Gate families picked out:
Scale bar: 20 um.
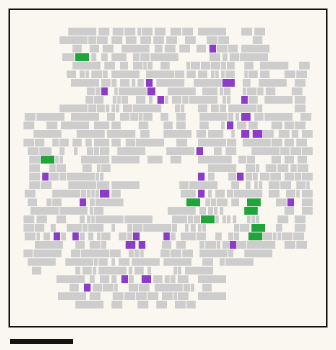
Metal layers overlaid:
Scale bar: 20 um.
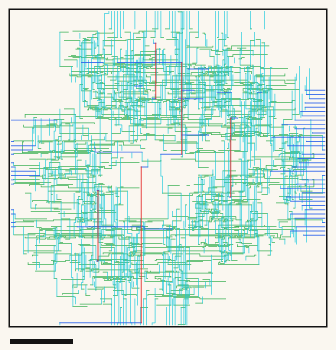
Layout detail:
Scale bar: 5 um. Region (40, 61) to (60, 81) um. Cells in gray, sequential cells in the stronger gray; small squares are vias.
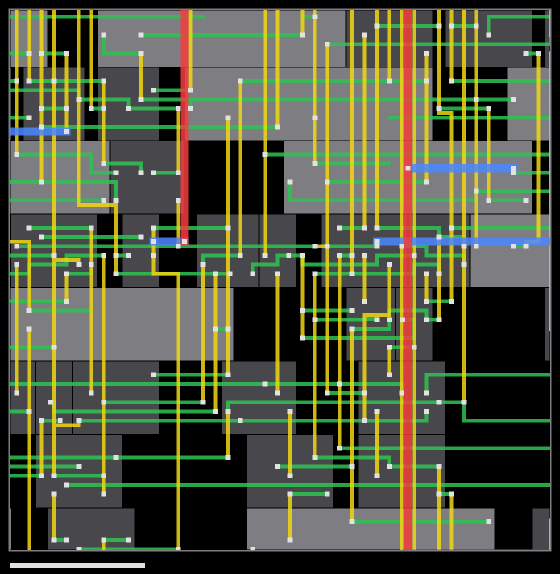
Congestion heat map:
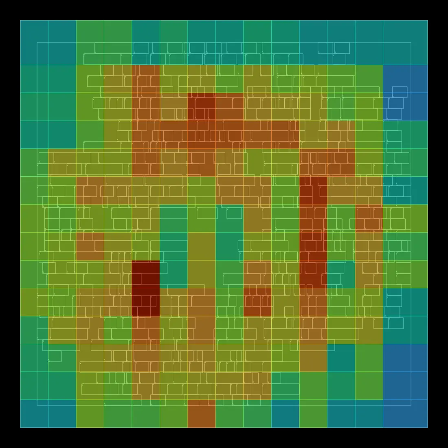
Where the registers sit:
Scale bar: 20 um.
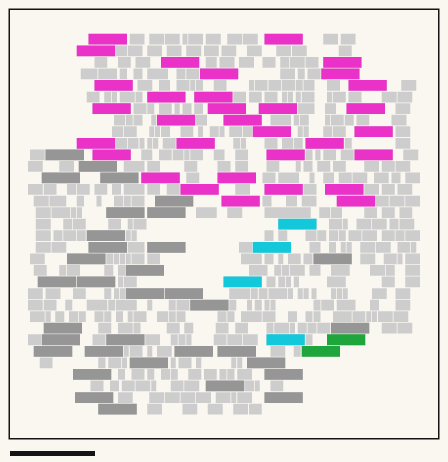
### src/rtl/pipeline_hazard_ctrl_pkg.sv
// Shared CPU pipeline definitions: hazard-controller state encoding, default
// timing and the bundle of pipeline-register enable/bubble controls.
package pipeline_hazard_ctrl_pkg;

  localparam int REG_W      = 5;
  localparam int MD_LAT_DEF = 4;
  localparam int CNT_W_DEF  = 32;
  localparam int MD_CNT_W   = 4;

  typedef enum logic [1:0] {
    ST_RUN     = 2'd0,
    ST_MD_BUSY = 2'd1,
    ST_HALTED  = 2'd2
  } hz_state_e;

  // Enables and bubbles of the PC and pipeline registers, packed MSB first.
  typedef struct packed {
    logic en_pc;
    logic en_ifid;
    logic en_idex;
    logic en_exmem;
    logic en_memwb;
    logic bb_ifid;
    logic bb_idex;
    logic bb_exmem;
  } pipe_ctrl_t;

  localparam pipe_ctrl_t CTRL_RUN   = 8'b11111_000;
  localparam pipe_ctrl_t CTRL_STALL = 8'b00011_010;
  localparam pipe_ctrl_t CTRL_FLUSH = 8'b10011_110;
  localparam pipe_ctrl_t CTRL_MD    = 8'b00001_001;
  localparam pipe_ctrl_t CTRL_OFF   = 8'b00000_000;
  localparam pipe_ctrl_t CTRL_RST   = 8'b00000_111;

endpackage

### src/rtl/pipeline_hazard_ctrl_if.sv
// ID/EX hazard inputs and pipeline control outputs of the hazard controller.
interface pipeline_hazard_ctrl_if #(
  parameter int CNT_W = pipeline_hazard_ctrl_pkg::CNT_W_DEF
);
  import pipeline_hazard_ctrl_pkg::*;

  logic [REG_W-1:0] id_rs;
  logic [REG_W-1:0] id_rt;
  logic             id_use_rs;
  logic             id_use_rt;
  logic [REG_W-1:0] ex_wbreg;
  logic             ex_memtoreg;
  logic             ex_regwrite;
  logic             ex_branch_taken;
  logic             ex_md_start;
  logic             ex_halt;

  logic             en_pc;
  logic             en_ifid;
  logic             en_idex;
  logic             en_exmem;
  logic             en_memwb;
  logic             bb_ifid;
  logic             bb_idex;
  logic             bb_exmem;
  logic             halted;
  logic [CNT_W-1:0] stall_cnt;
  logic [CNT_W-1:0] flush_cnt;

  modport master (
    output id_rs, id_rt, id_use_rs, id_use_rt, ex_wbreg, ex_memtoreg,
           ex_regwrite, ex_branch_taken, ex_md_start, ex_halt,
    input  en_pc, en_ifid, en_idex, en_exmem, en_memwb,
           bb_ifid, bb_idex, bb_exmem, halted, stall_cnt, flush_cnt
  );

  modport slave (
    input  id_rs, id_rt, id_use_rs, id_use_rt, ex_wbreg, ex_memtoreg,
           ex_regwrite, ex_branch_taken, ex_md_start, ex_halt,
    output en_pc, en_ifid, en_idex, en_exmem, en_memwb,
           bb_ifid, bb_idex, bb_exmem, halted, stall_cnt, flush_cnt
  );

endinterface

### src/rtl/hazard_detect.sv
// Load-use comparator: the load in EX writes a register the ID instruction
// reads. Register 0 is hardwired, so a load to $0 never creates a hazard.
module hazard_detect
  import pipeline_hazard_ctrl_pkg::*;
(
  input  logic [REG_W-1:0] id_rs_i,
  input  logic [REG_W-1:0] id_rt_i,
  input  logic             id_use_rs_i,
  input  logic             id_use_rt_i,
  input  logic [REG_W-1:0] ex_wbreg_i,
  input  logic             ex_memtoreg_i,
  input  logic             ex_regwrite_i,
  output logic             load_use_o
);

  logic rs_hit;
  logic rt_hit;

  // Compare both source operands against the pending load destination.
  always_comb begin
    rs_hit     = id_use_rs_i & (id_rs_i == ex_wbreg_i);
    rt_hit     = id_use_rt_i & (id_rt_i == ex_wbreg_i);
    load_use_o = ex_memtoreg_i & ex_regwrite_i & (ex_wbreg_i != '0) & (rs_hit | rt_hit);
  end

endmodule

### src/rtl/pipeline_hazard_ctrl.sv
// Pipeline hazard controller: load-use stall, taken-branch flush, multi-cycle
// mul/div freeze and halt, plus saturating stall/flush performance counters.
module pipeline_hazard_ctrl
  import pipeline_hazard_ctrl_pkg::*;
#(
  parameter int MD_LAT = MD_LAT_DEF,
  parameter int CNT_W  = CNT_W_DEF
) (
  input  logic                  clk,
  input  logic                  rst,
  pipeline_hazard_ctrl_if.slave hz
);

  localparam logic [MD_CNT_W-1:0] MD_LOAD = MD_CNT_W'(MD_LAT - 1);
  localparam logic [CNT_W-1:0]    CNT_ONE = CNT_W'(1);
  localparam logic [CNT_W-1:0]    CNT_MAX = '1;

  hz_state_e            state_q, state_d;
  logic [MD_CNT_W-1:0]  md_cnt_q, md_cnt_d;
  logic                 br_pend_q, br_pend_d;
  logic                 drain_q, drain_d;
  logic [CNT_W-1:0]     stall_cnt_q, stall_cnt_d;
  logic [CNT_W-1:0]     flush_cnt_q, flush_cnt_d;
  pipe_ctrl_t           ctrl;
  pipe_ctrl_t           ctrl_out;
  logic                 flush_now;
  logic                 branch_eff;
  logic                 load_use;

  hazard_detect u_hazard_detect (
    .id_rs_i       (hz.id_rs),
    .id_rt_i       (hz.id_rt),
    .id_use_rs_i   (hz.id_use_rs),
    .id_use_rt_i   (hz.id_use_rt),
    .ex_wbreg_i    (hz.ex_wbreg),
    .ex_memtoreg_i (hz.ex_memtoreg),
    .ex_regwrite_i (hz.ex_regwrite),
    .load_use_o    (load_use)
  );

  // A branch that arrived together with a mul/div is replayed on freeze exit.
  assign branch_eff = hz.ex_branch_taken | br_pend_q;

  // Next-state and pipeline control decode; halt > mul/div > branch > load-use.
  always_comb begin
    state_d   = state_q;
    md_cnt_d  = md_cnt_q;
    br_pend_d = br_pend_q;
    drain_d   = 1'b0;
    ctrl      = CTRL_RUN;
    flush_now = 1'b0;
    case (state_q)
      ST_RUN: begin
        if (hz.ex_halt) begin
          state_d   = ST_HALTED;
          drain_d   = 1'b1;
          br_pend_d = 1'b0;
        end else if (hz.ex_md_start) begin
          state_d   = ST_MD_BUSY;
          md_cnt_d  = MD_LOAD;
          br_pend_d = branch_eff;
          ctrl      = CTRL_MD;
        end else if (branch_eff) begin
          br_pend_d = 1'b0;
          flush_now = 1'b1;
          ctrl      = CTRL_FLUSH;
        end else begin
          br_pend_d = 1'b0;
          if (load_use) begin
            ctrl = CTRL_STALL;
          end
        end
      end
      ST_MD_BUSY: begin
        ctrl     = CTRL_MD;
        md_cnt_d = md_cnt_q - 1'b1;
        if (md_cnt_q == MD_CNT_W'(1)) begin
          state_d = ST_RUN;
        end
      end
      ST_HALTED: begin
        ctrl          = CTRL_OFF;
        ctrl.en_memwb = drain_q;
      end
      default: begin
        state_d = ST_RUN;
      end
    endcase
  end

  // Saturating counters; the halted pipeline is not counted as stalled.
  always_comb begin
    stall_cnt_d = stall_cnt_q;
    flush_cnt_d = flush_cnt_q;
    if (!ctrl.en_pc && (state_q != ST_HALTED) && (stall_cnt_q != CNT_MAX)) begin
      stall_cnt_d = stall_cnt_q + CNT_ONE;
    end
    if (flush_now && (flush_cnt_q != CNT_MAX)) begin
      flush_cnt_d = flush_cnt_q + CNT_ONE;
    end
  end

  // State, freeze timer, deferred branch and counter registers.
  always_ff @(posedge clk or posedge rst) begin
    if (rst) begin
      state_q     <= ST_RUN;
      md_cnt_q    <= '0;
      br_pend_q   <= 1'b0;
      drain_q     <= 1'b0;
      stall_cnt_q <= '0;
      flush_cnt_q <= '0;
    end else begin
      state_q     <= state_d;
      md_cnt_q    <= md_cnt_d;
      br_pend_q   <= br_pend_d;
      drain_q     <= drain_d;
      stall_cnt_q <= stall_cnt_d;
      flush_cnt_q <= flush_cnt_d;
    end
  end

  // While reset is held every stage is frozen and bubbled.
  always_comb begin
    ctrl_out = rst ? CTRL_RST : ctrl;
  end

  assign hz.en_pc     = ctrl_out.en_pc;
  assign hz.en_ifid   = ctrl_out.en_ifid;
  assign hz.en_idex   = ctrl_out.en_idex;
  assign hz.en_exmem  = ctrl_out.en_exmem;
  assign hz.en_memwb  = ctrl_out.en_memwb;
  assign hz.bb_ifid   = ctrl_out.bb_ifid;
  assign hz.bb_idex   = ctrl_out.bb_idex;
  assign hz.bb_exmem  = ctrl_out.bb_exmem;
  assign hz.halted    = ~rst & (state_q == ST_HALTED);
  assign hz.stall_cnt = stall_cnt_q;
  assign hz.flush_cnt = flush_cnt_q;

endmodule
### src/flat_wrapper.sv
// flat-port wrapper written by rule: the top's interface ports become plain ports
module pipeline_hazard_ctrl_flat import pipeline_hazard_ctrl_pkg::*;
#(
  parameter int MD_LAT = MD_LAT_DEF,
  parameter int CNT_W  = CNT_W_DEF
)
  (clk, rst, hz_id_rs, hz_id_rt, hz_id_use_rs, hz_id_use_rt, hz_ex_wbreg, hz_ex_memtoreg, hz_ex_regwrite, hz_ex_branch_taken, hz_ex_md_start, hz_ex_halt, hz_en_pc, hz_en_ifid, hz_en_idex, hz_en_exmem, hz_en_memwb, hz_bb_ifid, hz_bb_idex, hz_bb_exmem, hz_halted, hz_stall_cnt, hz_flush_cnt);
  pipeline_hazard_ctrl_if #(.CNT_W(CNT_W)) hz_i ();
  input  logic clk;
  input  logic rst;
  input wire logic [$bits(hz_i.id_rs)-1:0] hz_id_rs;
  input wire logic [$bits(hz_i.id_rt)-1:0] hz_id_rt;
  input wire logic [$bits(hz_i.id_use_rs)-1:0] hz_id_use_rs;
  input wire logic [$bits(hz_i.id_use_rt)-1:0] hz_id_use_rt;
  input wire logic [$bits(hz_i.ex_wbreg)-1:0] hz_ex_wbreg;
  input wire logic [$bits(hz_i.ex_memtoreg)-1:0] hz_ex_memtoreg;
  input wire logic [$bits(hz_i.ex_regwrite)-1:0] hz_ex_regwrite;
  input wire logic [$bits(hz_i.ex_branch_taken)-1:0] hz_ex_branch_taken;
  input wire logic [$bits(hz_i.ex_md_start)-1:0] hz_ex_md_start;
  input wire logic [$bits(hz_i.ex_halt)-1:0] hz_ex_halt;
  output wire logic [$bits(hz_i.en_pc)-1:0] hz_en_pc;
  output wire logic [$bits(hz_i.en_ifid)-1:0] hz_en_ifid;
  output wire logic [$bits(hz_i.en_idex)-1:0] hz_en_idex;
  output wire logic [$bits(hz_i.en_exmem)-1:0] hz_en_exmem;
  output wire logic [$bits(hz_i.en_memwb)-1:0] hz_en_memwb;
  output wire logic [$bits(hz_i.bb_ifid)-1:0] hz_bb_ifid;
  output wire logic [$bits(hz_i.bb_idex)-1:0] hz_bb_idex;
  output wire logic [$bits(hz_i.bb_exmem)-1:0] hz_bb_exmem;
  output wire logic [$bits(hz_i.halted)-1:0] hz_halted;
  output wire logic [$bits(hz_i.stall_cnt)-1:0] hz_stall_cnt;
  output wire logic [$bits(hz_i.flush_cnt)-1:0] hz_flush_cnt;
  assign hz_i.id_rs = hz_id_rs;
  assign hz_i.id_rt = hz_id_rt;
  assign hz_i.id_use_rs = hz_id_use_rs;
  assign hz_i.id_use_rt = hz_id_use_rt;
  assign hz_i.ex_wbreg = hz_ex_wbreg;
  assign hz_i.ex_memtoreg = hz_ex_memtoreg;
  assign hz_i.ex_regwrite = hz_ex_regwrite;
  assign hz_i.ex_branch_taken = hz_ex_branch_taken;
  assign hz_i.ex_md_start = hz_ex_md_start;
  assign hz_i.ex_halt = hz_ex_halt;
  assign hz_en_pc = hz_i.en_pc;
  assign hz_en_ifid = hz_i.en_ifid;
  assign hz_en_idex = hz_i.en_idex;
  assign hz_en_exmem = hz_i.en_exmem;
  assign hz_en_memwb = hz_i.en_memwb;
  assign hz_bb_ifid = hz_i.bb_ifid;
  assign hz_bb_idex = hz_i.bb_idex;
  assign hz_bb_exmem = hz_i.bb_exmem;
  assign hz_halted = hz_i.halted;
  assign hz_stall_cnt = hz_i.stall_cnt;
  assign hz_flush_cnt = hz_i.flush_cnt;
  pipeline_hazard_ctrl #(.MD_LAT(MD_LAT), .CNT_W(CNT_W)) u_core (.clk(clk), .rst(rst), .hz(hz_i));
endmodule
### config.mk
export PLATFORM = sky130hd
export DESIGN_NAME = pipeline_hazard_ctrl_flat
export DESIGN_NICKNAME = d
export VERILOG_FILES = /design/src/rtl/pipeline_hazard_ctrl_pkg.sv /design/src/rtl/pipeline_hazard_ctrl_if.sv /design/src/rtl/hazard_detect.sv /design/src/rtl/pipeline_hazard_ctrl.sv /design/src/flat_wrapper.sv
export SDC_FILE = /design/constraint.sdc
export NUM_CORES = 1
export LEC_CHECK = 0
export CORE_MARGIN = 4
export CORE_UTILIZATION = 45
export CTS_CLUSTER_DIAMETER = 100
export DETAILED_ROUTE_END_ITERATION = 6
export PLACE_DENSITY = 0.82
export SETUP_SLACK_MARGIN = 0.02
export SKIP_LAST_GASP = 1
export SLEW_MARGIN = 20
export SYNTH_ARGS = -nofsm -noshare
export SYNTH_HDL_FRONTEND = slang
export SYNTH_SLANG_ARGS = --single-unit
### constraint.sdc
create_clock -name clk -period 4.1 [get_ports clk]
set_input_delay 0.615 -clock clk [delete_from_list [all_inputs] [get_ports clk]]
set_output_delay 0.615 -clock clk [all_outputs]
set_load 0.005 [all_outputs]
==> run_results.csv <==
group,metric,value,unit
clock_network,cts_htree_levels,3,
sta,clock.fmax,0.279,GHz
finish,syn_to_final_growth,32.8,%
clock_network,worstSkewPairLatency,350,ps
die,die.size.x,101,um
die,ioPinCount,97,
die,rows,33,
setup_path,setup.worst_path.start_class,"input pin",
sta,setup_violations,0,
power_and_ir_drop,post-layout-total-power,2.22,mW
setup_path,worst-setup-path-type,"in2out",
power_and_ir_drop,vdd_drop_max,301,uV
routing,detailedRoute.firstIterationViolations,164,
yosys,enable_flop_cells,0,
yosys,postSynthNetCount,419,
outcome,outcome,"complete, no violations",
setup_path,crit_cells,6,
setup_path,reg2reg_depth,7,
yosys,synth_warn,0,
routing,route.vias.total,3327,
sta,report.final.slew_viol_count,0,
routing,antenna_nets_post_route,0,
sta,post_route_minimum_period,3580,ps
finish,drive_gt1_share,6.34,%
finish,num-nets-final,516,
grt,grt_first_pass_wirelength,16.4,mm
sta,worst_slack,515,ps
grt,antenna_violations_before_repair,0,
sta,post_route_clock_skew,12.9,ps
clock_network,clkSlewWorstSetupHoldPaths,80,ps
grt,vias_in_the_first_global_route,3350,
routing,vias_per_cell,5.60,
About 'gate families picked out':
| family | color | cells | most used |
|---|---|---|---|
| adder and majority cells | green | 8 | ha_1 |
| AND and OR gates | purple | 29 | and3_1 |
logic share of the area: 37.9%
most numerous logic cell after layout: sky130_fd_sc_hd__clkdlybuf4s50_1
tally of non-filler cells in the final layout: 594

About 'metal layers overlaid':
| layer | color | wire length |
|---|---|---|
| met2 | cyan | 4860 um |
| met4 | red | 144 um |
| met1 | green | 4220 um |
| met3 | blue | 493 um |
GR Util All Layers: 20.1%
Final Routed Wirelength: 9.72 mm

About 'layout detail':
| layer | color |
|---|---|
| met1 | green |
| met4 | red |
| met2 | yellow |
| met3 | blue |
most frequent: xor2_1 (6), dfrtp_1 (5), a2111oi_0 (4)
sequential cells in the window: 5
netlist names of flops here include: u_core.hz.stall_cnt (5)
cells with their middle in the window: 26

About 'congestion heat map':
GR Util met3: 5.19%
gr busiest metal: met2
met1 demand-to-capacity share in global routing: 25.6%
M2 GR Usage: 33.7%
Core Util, Final: 61.9%

About 'where the registers sit':
| netlist name | color | flops |
|---|---|---|
| u_core.md_cnt_q | cyan | 4 |
| u_core.state_q | green | 2 |
| u_core.hz.stall_cnt | magenta | 32 |
not colored: 34
Seq power: 925 uW
fraction of standard cell area that is sequential: 35.1%
Sequential Area: 1800 um^2

-- state kept, by name (all words and copies together), names as in the netlist --
signal / count
u_core.br_pend_q: 1
u_core.drain_q: 1
u_core.hz.flush_cnt: 32
u_core.hz.stall_cnt: 32
u_core.md_cnt_q: 4
u_core.state_q: 2
-- layout make-up --
| class | instances | area [um^2] |
|---|---|---|
| Clock buffer | 11 | 151 |
| Clock inverter | 5 | 53.8 |
| Fill cell | 690 | 3160 |
| Inverter | 14 | 52.6 |
| Multi-Input combinational cell | 286 | 1950 |
| Sequential cell | 72 | 1800 |
| Tap cell | 105 | 131 |
| Timing Repair Buffer | 101 | 998 |
-- routing by layer --
| layer | track usage, % | part of all wire, % | routed length, um |
|---|---|---|---|
| met1 | 25.6 | 43 | 4220 |
| met2 | 33.7 | 50 | 4860 |
| met3 | 5.19 | 5.1 | 492 |
| met4 | 5.91 | 1.5 | 144 |
| met5 | 0 | 0 | 0 |
-- worst paths after layout --
kind                                                           from                                  end  slack, ps
worst max-delay path                                 hz_ex_wbreg[0]                           hz_en_ifid        520
worst min-delay path            u_core.hz.stall_cnt[22]$_DFFE_PP0P_  u_core.hz.stall_cnt[22]$_DFFE_PP0P_        490
worst max register to register   u_core.hz.stall_cnt[0]$_DFFE_PP0P_   u_core.hz.stall_cnt[1]$_DFFE_PP0P_        970
worst min register to register  u_core.hz.stall_cnt[22]$_DFFE_PP0P_  u_core.hz.stall_cnt[22]$_DFFE_PP0P_        490
max in group asynchronous                                       rst   u_core.hz.stall_cnt[7]$_DFFE_PP0P_       2920
min in group asynchronous                                       rst             u_core.drain_q$_DFF_PP0_        510
-- report_power, final --
group / internal (mW) / switching (mW)
Clock: 0.313 / 0.264
Combinational: 0.346 / 0.368
Sequential: 0.806 / 0.120
-- placed cells by master (no fill, tap or decap), drive strengths merged, types with 2 or more instances in the layout --
master / synthesis / layout
ha: 8 / 8
a211oi: 13 / 13
o21ai: 5 / 5
or2: 2 / 2
a21oi: 10 / 10
nand2b: 2 / 2
nand2: 40 / 40
and4: 4 / 4
mux2i: 2 / 2
dfrtp: 72 / 72
clkbuf: 9 / 11
nor2: 19 / 19
a22o: 2 / 2
nor3: 7 / 7
and3: 11 / 11
and2: 4 / 4
nor4: 4 / 4
inv: 14 / 15
buf: 6 / 5
xnor2: 38 / 38
or4: 2 / 2
a2111oi: 16 / 16
nand4: 16 / 16
o22ai: 2 / 2
clkinv: 0 / 3
or3: 5 / 5
clkdlybuf4s50: 0 / 96
nand3: 25 / 25
xor2: 35 / 35
mux2: 2 / 2
-- logic make-up after synthesis --
| kind of cell | after synthesis | share of synthesized area, % |
|---|---|---|
| AND-OR/OR-AND | 57 | 11.0 |
| XOR/XNOR | 73 | 16.5 |
| flip-flops | 72 | 46.6 |
| AND/OR/NAND/NOR | 144 | 19.1 |
| adder cells (fa/ha/maj) | 8 | 2.59 |
| multiplexers | 4 | 1.10 |
| buffers and inverters | 29 | 3.07 |
No activity file was given, so power comes from the tool's default toggle rates.
